**src/rtl/aurora_flow_pkg.sv**
```systemverilog
// Shared definitions for the Aurora RX native-flow-control stage: NFC payload width,
// default XOFF/XON payloads, FSM state encoding and the hold-counter reload helper.
package aurora_flow_pkg;

   localparam int unsigned NFC_W = 16;

   localparam logic [NFC_W-1:0] NFC_XOFF_DEF = 16'h0001;
   localparam logic [NFC_W-1:0] NFC_XON_DEF  = 16'h0000;

   typedef enum logic [1:0] {
      NFC_IDLE      = 2'd0,
      NFC_SEND_XOFF = 2'd1,
      NFC_PAUSED    = 2'd2,
      NFC_SEND_XON  = 2'd3
   } nfc_state_e;

   // PAUSED lasts MIN_HOLD cycles, so the counter starts one below that.
   function automatic logic [15:0] hold_load(input int unsigned min_hold);
      return 16'(min_hold - 1);
   endfunction

endpackage

```
**src/rtl/aurora_flow_nfc_if.sv**
```systemverilog
// NFC AXI-Stream request channel between the flow-control stage (master) and the
// Aurora core's native-flow-control port (slave).
interface aurora_flow_nfc_if;
   import aurora_flow_pkg::*;

   logic             s_axi_nfc_tvalid;
   logic [NFC_W-1:0] s_axi_nfc_tdata;
   logic             s_axi_nfc_tready;

   modport master (
      output s_axi_nfc_tvalid,
      output s_axi_nfc_tdata,
      input  s_axi_nfc_tready
   );

   modport slave (
      input  s_axi_nfc_tvalid,
      input  s_axi_nfc_tdata,
      output s_axi_nfc_tready
   );

endinterface

```
**src/rtl/aurora_flow_sat_cnt.sv**
```systemverilog
// Saturating status counter: increments on inc_i, sticks at all-ones, and a synchronous
// clear wins over a same-cycle increment.
module aurora_flow_sat_cnt
   import aurora_flow_pkg::*;
#(
   parameter int unsigned CNT_W = 32
) (
   input  logic             user_clk,
   input  logic             rst_u,
   input  logic             inc_i,
   input  logic             clr_i,
   output logic [CNT_W-1:0] cnt_o
);

   logic [CNT_W-1:0] cnt_q;
   logic [CNT_W-1:0] cnt_d;

   always_comb begin
      cnt_d = cnt_q;
      if (clr_i) begin
         cnt_d = '0;
      end else if (inc_i && !(&cnt_q)) begin
         cnt_d = cnt_q + CNT_W'(1);
      end
   end

   always_ff @(posedge user_clk or posedge rst_u) begin
      if (rst_u) begin
         cnt_q <= '0;
      end else begin
         cnt_q <= cnt_d;
      end
   end

   assign cnt_o = cnt_q;

endmodule

```
**src/rtl/aurora_flow_nfc.sv**
```systemverilog
// RX-side native flow control: pauses the link partner with XOFF when the RX FIFO nears
// full, resumes with XON after a minimum hold, and keeps overflow / pause statistics.
module aurora_flow_nfc
   import aurora_flow_pkg::*;
#(
   parameter logic [NFC_W-1:0] NFC_XOFF = NFC_XOFF_DEF,
   parameter logic [NFC_W-1:0] NFC_XON  = NFC_XON_DEF,
   parameter int unsigned      MIN_HOLD = 16,
   parameter int unsigned      CNT_W    = 32
) (
   input  logic                user_clk,
   input  logic                rst_u,
   input  logic                channel_up_u,
   input  logic                fifo_rx_prog_full_u,
   input  logic                rx_tvalid_u,
   input  logic                rx_tready_u,
   input  logic                counter_clear_u,
   aurora_flow_nfc_if.master   nfc,
   output logic                xoff_active_u,
   output logic                overflow_sticky_u,
   output logic [CNT_W-1:0]    xoff_count_u,
   output logic [CNT_W-1:0]    paused_cycles_u,
   output logic [CNT_W-1:0]    overflow_count_u
);

   localparam logic [1:0]  ST_IDLE      = NFC_IDLE;
   localparam logic [1:0]  ST_SEND_XOFF = NFC_SEND_XOFF;
   localparam logic [1:0]  ST_PAUSED    = NFC_PAUSED;
   localparam logic [1:0]  ST_SEND_XON  = NFC_SEND_XON;
   localparam logic [15:0] HOLD_LOAD    = hold_load(MIN_HOLD);

   logic [1:0]       state_q, state_d;
   logic             tvalid_q, tvalid_d;
   logic [NFC_W-1:0] tdata_q, tdata_d;
   logic [15:0]      hold_q, hold_d;
   logic             xoff_active_q, xoff_active_d;
   logic             sticky_q, sticky_d;
   logic             handshake;
   logic             xoff_inc;
   logic             ovf_beat;

   assign handshake = tvalid_q && nfc.s_axi_nfc_tready;
   assign ovf_beat  = rx_tvalid_u && !rx_tready_u;

   always_comb begin
      state_d  = state_q;
      tvalid_d = tvalid_q;
      tdata_d  = tdata_q;
      hold_d   = hold_q;
      xoff_inc = 1'b0;
      // Losing the channel is the only way a request is withdrawn without a handshake.
      if (!channel_up_u) begin
         state_d  = ST_IDLE;
         tvalid_d = 1'b0;
         hold_d   = '0;
      end else begin
         case (state_q)
            ST_IDLE: begin
               if (fifo_rx_prog_full_u) begin
                  state_d  = ST_SEND_XOFF;
                  tvalid_d = 1'b1;
                  tdata_d  = NFC_XOFF;
               end
            end
            ST_SEND_XOFF: begin
               if (handshake) begin
                  state_d  = ST_PAUSED;
                  tvalid_d = 1'b0;
                  hold_d   = HOLD_LOAD;
                  xoff_inc = 1'b1;
               end
            end
            ST_PAUSED: begin
               if (hold_q != 16'd0) begin
                  hold_d = hold_q - 16'd1;
               end else if (!fifo_rx_prog_full_u) begin
                  state_d  = ST_SEND_XON;
                  tvalid_d = 1'b1;
                  tdata_d  = NFC_XON;
               end
            end
            ST_SEND_XON: begin
               if (handshake) begin
                  state_d  = ST_IDLE;
                  tvalid_d = 1'b0;
               end
            end
         endcase
      end
      xoff_active_d = (state_d != ST_IDLE);
   end

   always_comb begin
      sticky_d = sticky_q;
      if (counter_clear_u) begin
         sticky_d = 1'b0;
      end else if (ovf_beat) begin
         sticky_d = 1'b1;
      end
   end

   always_ff @(posedge user_clk or posedge rst_u) begin
      if (rst_u) begin
         state_q       <= ST_IDLE;
         tvalid_q      <= 1'b0;
         tdata_q       <= NFC_XON;
         hold_q        <= '0;
         xoff_active_q <= 1'b0;
         sticky_q      <= 1'b0;
      end else begin
         state_q       <= state_d;
         tvalid_q      <= tvalid_d;
         tdata_q       <= tdata_d;
         hold_q        <= hold_d;
         xoff_active_q <= xoff_active_d;
         sticky_q      <= sticky_d;
      end
   end

   aurora_flow_sat_cnt #(.CNT_W(CNT_W)) u_xoff_cnt (
      .user_clk (user_clk),
      .rst_u    (rst_u),
      .inc_i    (xoff_inc),
      .clr_i    (counter_clear_u),
      .cnt_o    (xoff_count_u)
   );

   aurora_flow_sat_cnt #(.CNT_W(CNT_W)) u_paused_cnt (
      .user_clk (user_clk),
      .rst_u    (rst_u),
      .inc_i    (xoff_active_q),
      .clr_i    (counter_clear_u),
      .cnt_o    (paused_cycles_u)
   );

   aurora_flow_sat_cnt #(.CNT_W(CNT_W)) u_ovf_cnt (
      .user_clk (user_clk),
      .rst_u    (rst_u),
      .inc_i    (ovf_beat),
      .clr_i    (counter_clear_u),
      .cnt_o    (overflow_count_u)
   );

   assign nfc.s_axi_nfc_tvalid = tvalid_q;
   assign nfc.s_axi_nfc_tdata  = tdata_q;
   assign xoff_active_u        = xoff_active_q;
   assign overflow_sticky_u    = sticky_q;

endmodule

```
**src/flat_wrapper.sv**
```systemverilog
// flat-port wrapper written by rule: the top's interface ports become plain ports
module aurora_flow_nfc_flat import aurora_flow_pkg::*;
#(
   parameter logic [NFC_W-1:0] NFC_XOFF = NFC_XOFF_DEF,
   parameter logic [NFC_W-1:0] NFC_XON  = NFC_XON_DEF,
   parameter int unsigned      MIN_HOLD = 16,
   parameter int unsigned      CNT_W    = 32
)
  (user_clk, rst_u, channel_up_u, fifo_rx_prog_full_u, rx_tvalid_u, rx_tready_u, counter_clear_u, xoff_active_u, overflow_sticky_u, xoff_count_u, paused_cycles_u, overflow_count_u, nfc_s_axi_nfc_tvalid, nfc_s_axi_nfc_tdata, nfc_s_axi_nfc_tready);
  aurora_flow_nfc_if nfc_i ();
  input  logic user_clk;
  input  logic rst_u;
  input  logic channel_up_u;
  input  logic fifo_rx_prog_full_u;
  input  logic rx_tvalid_u;
  input  logic rx_tready_u;
  input  logic counter_clear_u;
  output logic xoff_active_u;
  output logic overflow_sticky_u;
  output logic [CNT_W-1:0] xoff_count_u;
  output logic [CNT_W-1:0] paused_cycles_u;
  output logic [CNT_W-1:0] overflow_count_u;
  output wire logic [$bits(nfc_i.s_axi_nfc_tvalid)-1:0] nfc_s_axi_nfc_tvalid;
  output wire logic [$bits(nfc_i.s_axi_nfc_tdata)-1:0] nfc_s_axi_nfc_tdata;
  input wire logic [$bits(nfc_i.s_axi_nfc_tready)-1:0] nfc_s_axi_nfc_tready;
  assign nfc_s_axi_nfc_tvalid = nfc_i.s_axi_nfc_tvalid;
  assign nfc_s_axi_nfc_tdata = nfc_i.s_axi_nfc_tdata;
  assign nfc_i.s_axi_nfc_tready = nfc_s_axi_nfc_tready;
  aurora_flow_nfc #(.NFC_XOFF(NFC_XOFF), .NFC_XON(NFC_XON), .MIN_HOLD(MIN_HOLD), .CNT_W(CNT_W)) u_core (.user_clk(user_clk), .rst_u(rst_u), .channel_up_u(channel_up_u), .fifo_rx_prog_full_u(fifo_rx_prog_full_u), .rx_tvalid_u(rx_tvalid_u), .rx_tready_u(rx_tready_u), .counter_clear_u(counter_clear_u), .nfc(nfc_i), .xoff_active_u(xoff_active_u), .overflow_sticky_u(overflow_sticky_u), .xoff_count_u(xoff_count_u), .paused_cycles_u(paused_cycles_u), .overflow_count_u(overflow_count_u));
endmodule
```
**config.mk**
```make
export PLATFORM = sky130hd
export DESIGN_NAME = aurora_flow_nfc_flat
export DESIGN_NICKNAME = d
export VERILOG_FILES = /design/src/rtl/aurora_flow_pkg.sv /design/src/rtl/aurora_flow_nfc_if.sv /design/src/rtl/aurora_flow_sat_cnt.sv /design/src/rtl/aurora_flow_nfc.sv /design/src/flat_wrapper.sv
export SDC_FILE = /design/constraint.sdc
export NUM_CORES = 1
export LEC_CHECK = 0
export CAP_MARGIN = 15
export CORE_UTILIZATION = 50
export CTS_CLUSTER_SIZE = 16
export DETAILED_ROUTE_END_ITERATION = 16
export PLACE_DENSITY = 0.77
export SETUP_SLACK_MARGIN = 0.3
export SLEW_MARGIN = 20
export SYNTH_ARGS = -nofsm -noshare
export SYNTH_HDL_FRONTEND = slang
export SYNTH_SLANG_ARGS = --single-unit
```
**constraint.sdc**
```tcl
create_clock -name user_clk -period 4.59 [get_ports user_clk]
set_input_delay 0.459 -clock user_clk [delete_from_list [all_inputs] [get_ports user_clk]]
set_output_delay 0.459 -clock user_clk [all_outputs]
set_load 0.03 [all_outputs]
```
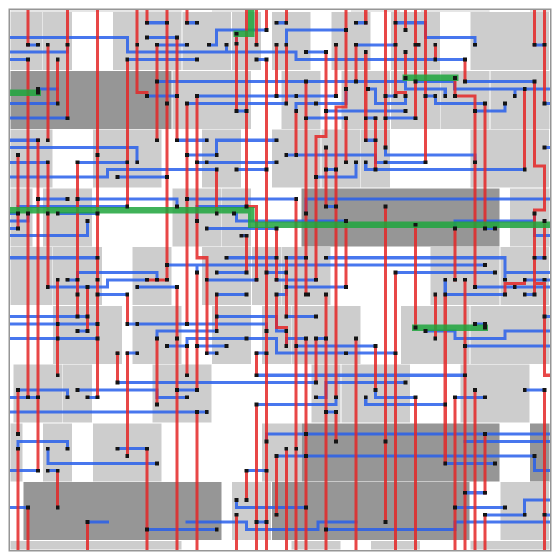
*Close-up of the layout, run 1*
Region (73, 73) to (98, 98) um. Cells in grey, sequential cells in the stronger grey; small squares are vias.
- green: met3
- red: met2
- blue: met1
- most frequent: nand4_1 (7), xor2_1 (6)
- sequential cells in the window: 5
- netlist names of flops here include: u_core.u_paused_cnt.cnt_o (5)
- cells with their middle in the window: 56

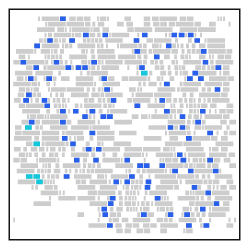
*Gate families picked out, run 1*
Drawn at 2 px/um.
- blue: XOR/XNOR gates (cells 96; most used xor2_1; where all over the die)
- cyan: AND-OR and OR-AND gates (cells 6; most used o211a_1)
most numerous logic cell after layout: dfrtp_1
number of standard cells in the layout, taps in and fillers out: 962
Comb area share: 0.394

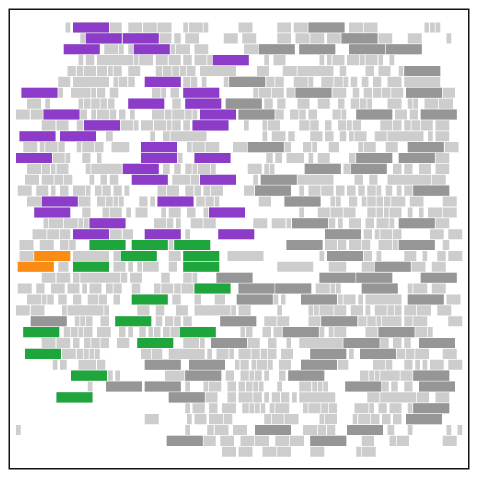
*Sequential cells coloured by netlist name, run 1*
Drawn at 4 px/um. Other sequential cells in the stronger grey, the rest of the logic in the fainter grey.
- green: u_core.hold_q (sequential cells 16)
- purple: u_core.u_xoff_cnt.cnt_o (sequential cells 32)
- orange: u_core.state_q (sequential cells 2)

==> run_results.csv, run 1 <==
group,metric,value,unit
drt,drt_iter0_drc,516,
final_layout,inv_count,7,
clock_tree,root_buffer,"clkbuf_16",
worst_setup_path,worstPathRequired,4.85,ns
placed_design,placed_area,0.00746,mm^2
final_layout,drive_above_1_share,0.0542,
floorplan,io_pins,123,
min_path,hp-class,"in2async",
drt,final_antenna_net_count,0,
sta,max_freq,0.341,GHz
drt,drcViolationCount,0,
synth,synth_warnings,0,
final_layout,area.growth.synth_to_final,27.1,%
floorplan,fp_util,0.521,
drt,avgRoutedWirePerCell,15.5,um
final_layout,nonClockBufferCount,112,
clock_tree,clk_latency,0.42,ns
synth,postSynthAreaPerCell,9.30,um^2
worst_setup_path,crit_path_start,"u_core.hold_q[0]",
floorplan,rows,40,
synth,synth.area.top_cells,"dfrtp_1 (47%), xor2_1 (9.4%), nor2_1 (6.9%), nand4_1 (5.1%), xnor2_1 (3.9%)",
global_route,grt_start_max_net_pins,55,
synth,synth_area,0.00633,mm^2
synth,synth_top_cell_by_count,"dfrtp_1",
worst_setup_path,r2r-start,"u_core.hold_q[0]",
synth,xor_share,0.133,
synth,async_flop_share,1.00,
synth,synth-main-ff-cell,"dfrtp_1",
worst_setup_path,crit_path_start_kind,"register",
clock_tree,cts_tree,"built",
job,warnings,26,
worst_setup_path,path_delay_family,"simple AND/OR/NAND/NOR gates",
floorplan,num_tap_cells,168,
pwr,swShare,0.233,
final_layout,logic_gates,526,
synth,top_cells_by_count,"dfrtp_1 (118), nor2_1 (116), xor2_1 (68), nand4_1 (52), nand3_1 (41)",
job,maxCapViolCount,0,
placed_design,hpwlAfterDp,10100,um
sta,finalHoldViolations,0,
worst_setup_path,path_cells,"inv_1 -> ha_1 -> or4b_1 -> or3b_1 -> o32ai_4 -> nor3_1 -> xnor2_1 -> nor2_1",
sta,worstMarginPinSlew,1.03,ns
synth,ys_seq_frac,0.466,
status,status,"finished, final reports clean",
synth,synth.logic.top_family,"simple AND/OR/NAND/NOR gates",
synth,yosys.area.top_type,"dfrtp_1",
pwr,p_sw,0.000597,W
worst_setup_path,reg2reg_to,"u_core.hold_q[15]",
worst_setup_path,crit_type,"reg2reg",
worst_setup_path,crit_slowest_cell,"o32ai_4",
worst_setup_path,cp-end-kind,"register",
sta,final-max-slew-violation-count,0,
clock_tree,cts_setup_buffers,0,
synth,ys_cells,681,
clock_tree,cts_hold_buf,0,
final_layout,seqCellArea,0.00295,mm^2
synth,adder_share,0.00791,
global_route,grt_usage,0.238,
final_layout,fin_area,0.00805,mm^2
drt,drt-pass1-iter-count,4,
synth,yosys-mux-area-fraction,0.00158,
floorplan,die_w,115,um
synth,yosysTopAreaCellShare,0.466,
pwr,cellInternalPower,0.00196,W
pwr,power_density,318,mW/mm^2
placed_design,dp.cells,931,
worst_setup_path,critPathArrivalTime,3.19,ns
final_layout,nets,794,
worst_setup_path,crit_buf_inv,1,
final_layout,antennaDiodeCount,0,
pwr,ir_drop,0.245,mV
final_layout,ff_count,118,
floorplan,die_h,115,um
global_route,top_usage_layer,"met2",
worst_setup_path,slowest_delay,0.63,ns
sta,period_used_share,0.639,
sta,period_minus_slack,2.93,ns
pwr,combinationalPowerShare,0.069,
clock_tree,htreeDepth,4,
clock_tree,cts_resized,0,
global_route,grt_overflow_total,0,
clock_tree,clockBufferDepth,2,
pwr,pwr-share-seq,0.423,
pwr,clkPwrFrac,0.508,
drt,avgViaCountPerCell,5.62,
global_route,grt_pass1_vias,5095,
drt,wl,14900,um
synth,edf_count,0,
sta,rsz0062_at_grt,"false",
worst_setup_path,cp-endpoint,"u_core.hold_q[15]",
global_route,use_met2,0.391,
global_route,use_met1,0.308,
global_route,antenna_found_initial,0,
synth,ys_area,0.00633,mm^2
placed_design,place_congestion,0.898,
sta,tns,0,ns
synth,ys_sh_aoi,0.0405,
floorplan,dieArea,0.0131,mm^2
synth,synth_cell_types,47,
sta,setup_viol,0,
final_layout,logic_area,0.00317,mm^2
sta,fin_skew,0.00885,ns
==> run 1: worst register-to-register path, stage by stage, from the launching register on <==
cell     delay [ns]
dfrtp_1        0.41
inv_1          0.07
ha_1           0.18
or4b_1         0.53
or3b_1         0.48
o32ai_4        0.63
nor3_1         0.16
xnor2_1        0.25
nor2_1         0.07
==> run 1: cell usage in the layout (no fill, tap or decap), drive strengths merged, types with 2 or more instances in the layout <==
cell type,count
clkinvlp,2
nor4b,3
nor4,13
nand3,42
or3,17
o211a,4
xor2,68
and4,12
or3b,2
nand2b,5
or4,5
ha,4
and3,25
xnor2,28
clkinv,5
a21oi,15
nor2,116
clkdlybuf4s50,106
bufinv,2
nor2b,2
buf,6
o2111ai,2
inv,7
nand2,40
nor3,21
clkbuf,22
dfrtp,118
and2,11
conb,15
o21ai,12
nand4,52
==> run 1: metal layers <==
| metal | wire length, um | up-vias | share of wire |
|---|---|---|---|
| li1 | - | 2572 | - |
| met1 | 6640 | 2677 | 0.44 |
| met2 | 7370 | 137 | 0.49 |
| met3 | 768 | 19 | 0.051 |
| met4 | 154 | 0 | 0.010 |
| met5 | 0 | - | 0 |
==> run 1: power groups by stage <==
stage	clock network, W	registers, W	logic (W)
floorplan	0	0.00110	0.000138
global placement	0	0.00110	0.000171
detailed placement	0	0.00110	0.000178
CTS	0.00132	0.00108	0.000179
global route	0.00137	0.00109	0.000197
finish	0.00130	0.00108	0.000177
==> run 1: per-stage QoR <==
step / setup slack [ns] / utilization
floorplan: 1.00 / -
global placement: 1.59 / 0.614
detailed placement: 1.43 / 0.614
CTS: 1.69 / 0.662
global route: 1.50 / 0.662
finish: 1.66 / 0.662
==> run 2: changes to the inputs <==
--- a/config.mk
+++ b/config.mk
@@ -6,10 +6,10 @@
 export NUM_CORES = 1
 export LEC_CHECK = 0
 export CAP_MARGIN = 15
-export CORE_UTILIZATION = 50
+export CORE_UTILIZATION = 47
 export CTS_CLUSTER_SIZE = 16
 export DETAILED_ROUTE_END_ITERATION = 16
-export PLACE_DENSITY = 0.77
+export PLACE_DENSITY = 0.76
 export SETUP_SLACK_MARGIN = 0.3
 export SLEW_MARGIN = 20
 export SYNTH_ARGS = -nofsm -noshare
==> constraint.sdc (replaced) <==
create_clock -name user_clk -period 2.5 [get_ports user_clk]
set_input_delay 0.25 -clock user_clk [delete_from_list [all_inputs] [get_ports user_clk]]
set_output_delay 0.25 -clock user_clk [all_outputs]
set_load 0.03 [all_outputs]
==> run 2 against run 1 <==
Against the previous run:
- maximum frequency rose by 22%
- global-route usage is 0.63 points lower
- area after synthesis unchanged
- worst setup slack worse by 1.6 ns
- clock power increased by 100%
- sequential cell count is the same
- sequential share of layout area is 1.8 points lower
- combinational power grew 120%
==> run_results.csv, run 2 <==
group,metric,value,unit
status,status,"finished, final reports clean",
clock_tree,htreeDepth,4,
synth,synth-main-ff-cell,"dfrtp_1",
sta,setup_viol,0,
final_layout,drive_above_1_share,0.127,
global_route,use_met2,0.369,
global_route,grt_overflow_total,0,
sta,finalHoldViolations,0,
placed_design,hpwlAfterDp,10300,um
synth,async_flop_share,1.00,
synth,synth_top_cell_by_count,"dfrtp_1",
worst_setup_path,r2r-start,"u_core.hold_q[5]",
sta,rsz0062_at_grt,"true",
pwr,pwr-share-seq,0.395,
synth,ys_seq_frac,0.466,
sta,tns,0,ns
worst_setup_path,cp-end-kind,"register",
floorplan,die_h,118,um
final_layout,lay_top_count,"nor2_1",
global_route,grt_usage,0.232,
synth,synth_area,0.00633,mm^2
global_route,grt_start_max_net_pins,68,
drt,dr_wl_met2,7650,um
pwr,combinationalPowerShare,0.079,
placed_design,placed_area,0.00771,mm^2
drt,wl_met3,742,um
pwr,power_density,589,mW/mm^2
sta,worstMarginPinSlew,0.662,ns
clock_tree,cts_tree,"built",
final_layout,nets,824,
pwr,ir_drop,0.349,mV
synth,yosysTopAreaCellShare,0.466,
worst_setup_path,crit_type,"reg2reg",
worst_setup_path,crit_path_start,"u_core.hold_q[5]",
pwr,power_leader,"clock",
final_layout,fin_area,0.00851,mm^2
drt,drcViolationCount,0,
final_layout,area.growth.synth_to_final,34.5,%
drt,avgRoutedWirePerCell,15.5,um
sta,fin_skew,0.00665,ns
floorplan,die_w,118,um
drt,highest_layer,"met4",
clock_tree,cts_hold_buf,0,
global_route,use_met1,0.308,
worst_setup_path,crit_buf_inv,2,
synth,synth_cell_types,47,
placed_design,place_congestion,0.940,
synth,postSynthAreaPerCell,9.30,um^2
sta,max_freq,0.416,GHz
worst_setup_path,slowest_delay,0.59,ns
worst_setup_path,crit_path_start_kind,"register",
drt,final_antenna_net_count,0,
pwr,powerClk,0.00264,W
pwr,powerComb,0.000394,W
sta,final-max-slew-violation-count,0,
clock_tree,root_buffer,"clkbuf_16",
drt,drt_iter0_drc,496,
global_route,antenna_found_initial,0,
sta,period_used_share,0.961,
drt,drt-pass1-iter-count,7,
synth,ys_cells,681,
floorplan,dieArea,0.0139,mm^2
synth,top_cells_by_count,"dfrtp_1 (118), nor2_1 (116), xor2_1 (68), nand4_1 (52), nand3_1 (41)",
worst_setup_path,reg2reg_to,"u_core.hold_q[14]",
synth,ys_area,0.00633,mm^2
worst_setup_path,crit_slowest_cell,"or4_4",
clock_tree,clockBufferDepth,2,
drt,avgViaCountPerCell,5.60,
job,warnings,29,
synth,synth.area.top_cells,"dfrtp_1 (47%), xor2_1 (9.4%), nor2_1 (6.9%), nand4_1 (5.1%), xnor2_1 (3.9%)",
global_route,top_usage_layer,"met2",
job,maxCapViolCount,0,
sta,period_minus_slack,2.40,ns
## run 2: how the worst max path moves through the flow
stage | to | slack, ns | cells past startpoint
after floorplan | u_core.hold_q[3] | 0.21 | 8
after global placement | u_core.hold_q[3] | 0.15 | 8
after CTS | u_core.hold_q[8] | 0.07 | 10
final | u_core.hold_q[14] | 0.1 | 8
after detailed placement | u_core.hold_q[10] | 0.08 | 9
after global routing | u_core.hold_q[15] | -0.001 | 8
## run 2: worst reg2reg max path: stages, from the launching register on
cell	delay [ns]
dfrtp_1	0.40
or3_4	0.43
or4_4	0.59
o32ai_4	0.32
buf_6	0.15
buf_12	0.12
nor4_1	0.05
xnor2_1	0.17
nor2_1	0.07
## run 2: cells by family (layout without fill, tap and decap cells)
kind of cell | count (synthesis) | in the layout | share of synthesized area
multiplexers | 1 | 1 | 0.00158
flip-flops | 118 | 118 | 0.466
XOR/XNOR | 96 | 96 | 0.133
other | 1 | 15 | 0.000592
buffers and inverters | 51 | 181 | 0.0415
AND/OR/NAND/NOR | 372 | 372 | 0.309
adder cells (fa/ha/maj) | 4 | 4 | 0.00791
AND-OR/OR-AND | 38 | 38 | 0.0405
## run 2: through the flow
step	std cells	hold WS [ns]	worst slack, ns
after floorplan	695	0.399	0.209
after global placement	961	0.491	0.155
after detailed placement	961	0.499	0.0840
after CTS	1000	0.297	0.0729
after global routing	1001	0.321	-0.000993
final	1001	0.282	0.0979
## run 2: layout make-up
type,count,area [um^2]
fill,1050,4680
multi-input combinational,526,3250
sequential,118,2970
timing repair buffer,142,1400
clock buffer,23,498
tap,176,220
clock inverter,9,145
inverter,7,30.0
## run 2: repair_timing
action / CTS / global route
pin swaps: 5 / 6
setup endpoints to repair: 16 / 57
resized: 5 / 16
setup buffers: 6 / 1
gates cloned: 1 / 0
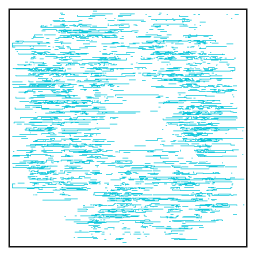
*Signal wires on met1, run 2*
Drawn at 2 px/um.
- share of all routed wire: 44%
- longest straight run: 21.6 um
- main direction: horizontal
- wire length on this layer: 6800 um
- nets with wire on the layer: 713
final WL: 15500 um
via count: 5606

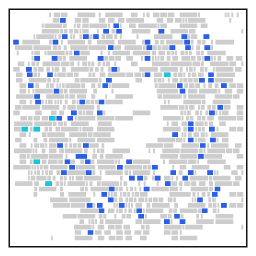
*Gate families picked out, run 2*
Drawn at 2 px/um.
- blue: XOR/XNOR gates (cells 96; most used xor2_1; where all over the die)
- cyan: AND-OR and OR-AND gates (cells 6; most used o211a_1; where left middle)

==> run 3: changes to the inputs <==
--- a/config.mk
+++ b/config.mk
@@ -7,8 +7,8 @@
 export LEC_CHECK = 0
 export CAP_MARGIN = 15
 export CORE_UTILIZATION = 47
-export CTS_CLUSTER_SIZE = 16
 export DETAILED_ROUTE_END_ITERATION = 16
+export GPL_ROUTABILITY_DRIVEN = 1
 export PLACE_DENSITY = 0.76
 export SETUP_SLACK_MARGIN = 0.3
 export SLEW_MARGIN = 20
==> run 3 against run 2 <==
Against the previous run:
- core utilization stayed put
- global-route usage stayed put
- combinational power hardly changed
- highest routed layer unchanged
- via count stayed put
- non-clock buffer count stayed put
- count of clock-buffer cells in the layout stayed put
==> run_results.csv, run 3 <==
group,metric,value,unit
drt,drcViolationCount,0,
floorplan,die_w,118,um
pwr,ir_drop,0.349,mV
synth,postSynthAreaPerCell,9.30,um^2
worst_setup_path,slowest_delay,0.59,ns
clock_tree,cts_resized,5,
final_layout,fin_util,0.645,
final_layout,lay_top_count,"nor2_1",
floorplan,dieArea,0.0139,mm^2
global_route,top_usage_layer,"met2",
worst_setup_path,rrSetupSlack,0.1,ns
final_layout,nets,824,
synth,ys_seq_frac,0.466,
worst_setup_path,cp_max_fo,8,
drt,highest_layer,"met4",
pwr,power_density,589,mW/mm^2
clock_tree,clkSlewWorstSetupHoldPaths,0.05,ns
worst_setup_path,crit_path_start_kind,"register",
pwr,cellInternalPower,0.00388,W
floorplan,die_h,118,um
sta,finalHoldViolations,0,
sta,tns,0,ns
pwr,combinationalPowerShare,0.079,
sta,max_freq,0.416,GHz
placed_design,place_ws,0.0840,ns
synth,synth.area.top_cells,"dfrtp_1 (47%), xor2_1 (9.4%), nor2_1 (6.9%), nand4_1 (5.1%), xnor2_1 (3.9%)",
sta,fin_skew,0.00665,ns
clock_tree,cts_setup_buffers,6,
synth,async_flop_share,1.00,
global_route,antenna_found_initial,0,
drt,avgRoutedWirePerCell,15.5,um
drt,num_vias,5606,
pwr,p_sw,0.00113,W
final_layout,drive_above_1_share,0.127,
global_route,grt_pass1_vias,5319,
drt,wl,15500,um
synth,synth_top_cell_by_count,"dfrtp_1",
global_route,use_met1,0.308,
sta,setup_viol,0,
worst_setup_path,path_delay_family,"simple AND/OR/NAND/NOR gates",
worst_setup_path,cp-end-kind,"register",
clock_tree,cts_num_sinks,118,
clock_tree,cts_tree,"built",
worst_setup_path,r2r-start,"u_core.hold_q[5]",
floorplan,rows,42,
job,maxCapViolCount,0,
worst_setup_path,path_cells,"or3_4 -> or4_4 -> o32ai_4 -> buf_6 -> buf_12 -> nor4_1 -> xnor2_1 -> nor2_1",
clock_tree,clk_latency,0.42,ns
sta,worstMarginPinSlew,0.662,ns
synth,synth-main-ff-cell,"dfrtp_1",
sta,maxSlewHeadroom,0.559,
drt,wl_met3,742,um
synth,ys_cells,681,
pwr,pwr-share-seq,0.395,
drt,final_antenna_net_count,0,
synth,synth_warnings,0,
synth,top_cells_by_count,"dfrtp_1 (118), nor2_1 (116), xor2_1 (68), nand4_1 (52), nand3_1 (41)",
synth,synth_area,0.00633,mm^2
sta,worst_slack,0.0979,ns
global_route,use_met2,0.369,
clock_tree,cts_hold_buf,0,
pwr,powerClk,0.00264,W
final_layout,antennaDiodeCount,0,
min_path,hp-class,"in2async",
floorplan,fp_util,0.480,
drt,dr_wl_met2,7650,um
global_route,grt_overflow_total,0,
clock_tree,root_buffer,"clkbuf_16",
final_layout,final_cell_mix,"nor2_1 (116), clkdlybuf4s50_1 (106), dfrtp_1 (103)",
status,status,"finished, final reports clean",
worst_setup_path,critPathArrivalTime,2.71,ns
drt,m1WireLength,6800,um
sta,period_minus_slack,2.40,ns
worst_setup_path,crit_type,"reg2reg",
placed_design,hpwlAfterDp,10300,um
sta,final-max-slew-violation-count,0,
sta,period_used_share,0.961,
worst_setup_path,reg2reg_to,"u_core.hold_q[14]",
synth,ys_ff,118,
clock_tree,clockBufferDepth,2,
floorplan,io_pins,123,
synth,synth_cells,681,
synth,yosys.area.top_type,"dfrtp_1",
placed_design,io_buffers,107,
synth,edf_count,0,
final_layout,area.growth.synth_to_final,34.5,%
floorplan,core_area,0.0132,mm^2
pwr,swShare,0.226,
clock_tree,htreeDepth,4,
clock_tree,numCtsBuffers,17,
pwr,seq_power,0.00198,W
global_route,grt_pass1_wl,26000,um
worst_setup_path,crit_path_start,"u_core.hold_q[5]",
drt,drt-pass1-iter-count,7,
global_route,grt_start_max_net_pins,68,
worst_setup_path,crit_buf_inv,2,
pwr,powerComb,0.000394,W
sta,rsz0062_at_grt,"true",
placed_design,place_congestion,0.940,
synth,ys_area,0.00633,mm^2
final_layout,fill_cells,1050,
global_route,grt_usage,0.232,
worst_setup_path,crit_slowest_cell,"or4_4",
worst_setup_path,reg2reg_depth,8,
drt,avgViaCountPerCell,5.60,
synth,synth_cell_types,47,
synth,yosysTopAreaCellShare,0.466,
pwr,power.leakage,3.54,nW
global_route,grtUsageMet3,0.0518,
drt,drt_iter0_drc,496,
pwr,clkPwrFrac,0.527,
worst_setup_path,worstPathRequired,2.81,ns
job,warnings,29,
pwr,power_leader,"clock",
-- run 3: cell counts after synthesis --
No cell type changed its count.
-- run 3: through the flow --
stage | power (W) | cell area (um^2) | std cells | hold slack [ns]
2_1_floorplan | 0.00228 | 6410 | 695 | 0.399
3_3_place_gp | 0.00236 | 7710 | 961 | 0.491
3_5_place_dp | 0.00237 | 7710 | 961 | 0.499
4_1_cts | 0.00504 | 8450 | 1000 | 0.297
5_1_grt | 0.00518 | 8510 | 1001 | 0.321
6_report | 0.00501 | 8510 | 1001 | 0.282
-- run 3: cell type report --
class                           instances  area, um^2  share of cell area
Clock buffer                           23         498              0.0585
Tap cell                              176         220              0.0259
Sequential cell                       118        2970               0.349
Multi-Input combinational cell        526        3250               0.381
Inverter                                7        30.0             0.00353
Timing Repair Buffer                  142        1400               0.165
Clock inverter                          9         145              0.0170
-- run 3: kinds of logic (layout without fill, tap and decap cells) --
logic type,count (synthesis),after routing,synth area share
flip-flops,118,118,0.466
other,1,15,0.000592
multiplexers,1,1,0.00158
buffers and inverters,51,181,0.0415
XOR/XNOR,96,96,0.133
adder cells (fa/ha/maj),4,4,0.00791
AND-OR/OR-AND,38,38,0.0405
AND/OR/NAND/NOR,372,372,0.309
-- run 3: worst min-delay path: stages --
cell             delay, ns
clkdlybuf4s50_1       0.44
clkinvlp_4            0.13
buf_12                0.26
-- run 3: how the worst max path moves through the flow --
stage	endpoint	slack [ns]	depth (start not counted)
final	u_core.hold_q[14]	0.1	8
after global routing	u_core.hold_q[15]	-0.001	8
after global placement	u_core.hold_q[3]	0.15	8
after detailed placement	u_core.hold_q[10]	0.08	9
after CTS	u_core.hold_q[8]	0.07	10
after floorplan	u_core.hold_q[3]	0.21	8
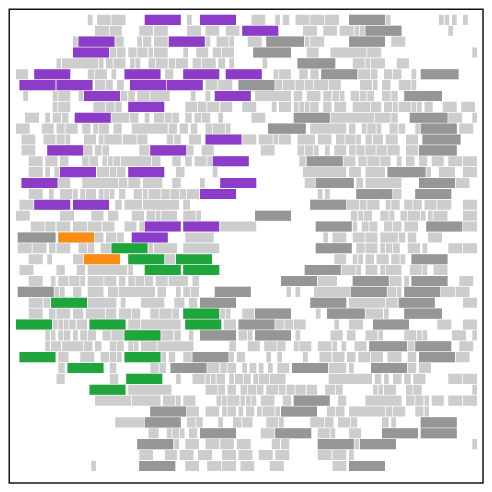
*Sequential cells coloured by netlist name, run 3*
Drawn at 4 px/um. Other sequential cells in the stronger grey, the rest of the logic in the fainter grey.
- orange: u_core.state_q (sequential cells 2)
- purple: u_core.u_xoff_cnt.cnt_o (sequential cells 32)
- green: u_core.hold_q (sequential cells 16)
- not coloured: 68

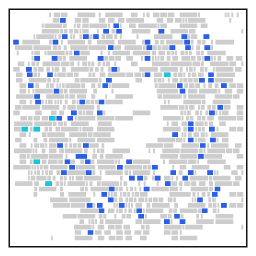
*Gate families picked out, run 3*
Drawn at 2 px/um.
- cyan: AND-OR and OR-AND gates (cells 6; most used o211a_1; where left middle)
- blue: XOR/XNOR gates (cells 96; most used xor2_1; where all over the die)

Power and IR drop assume default switching activity.
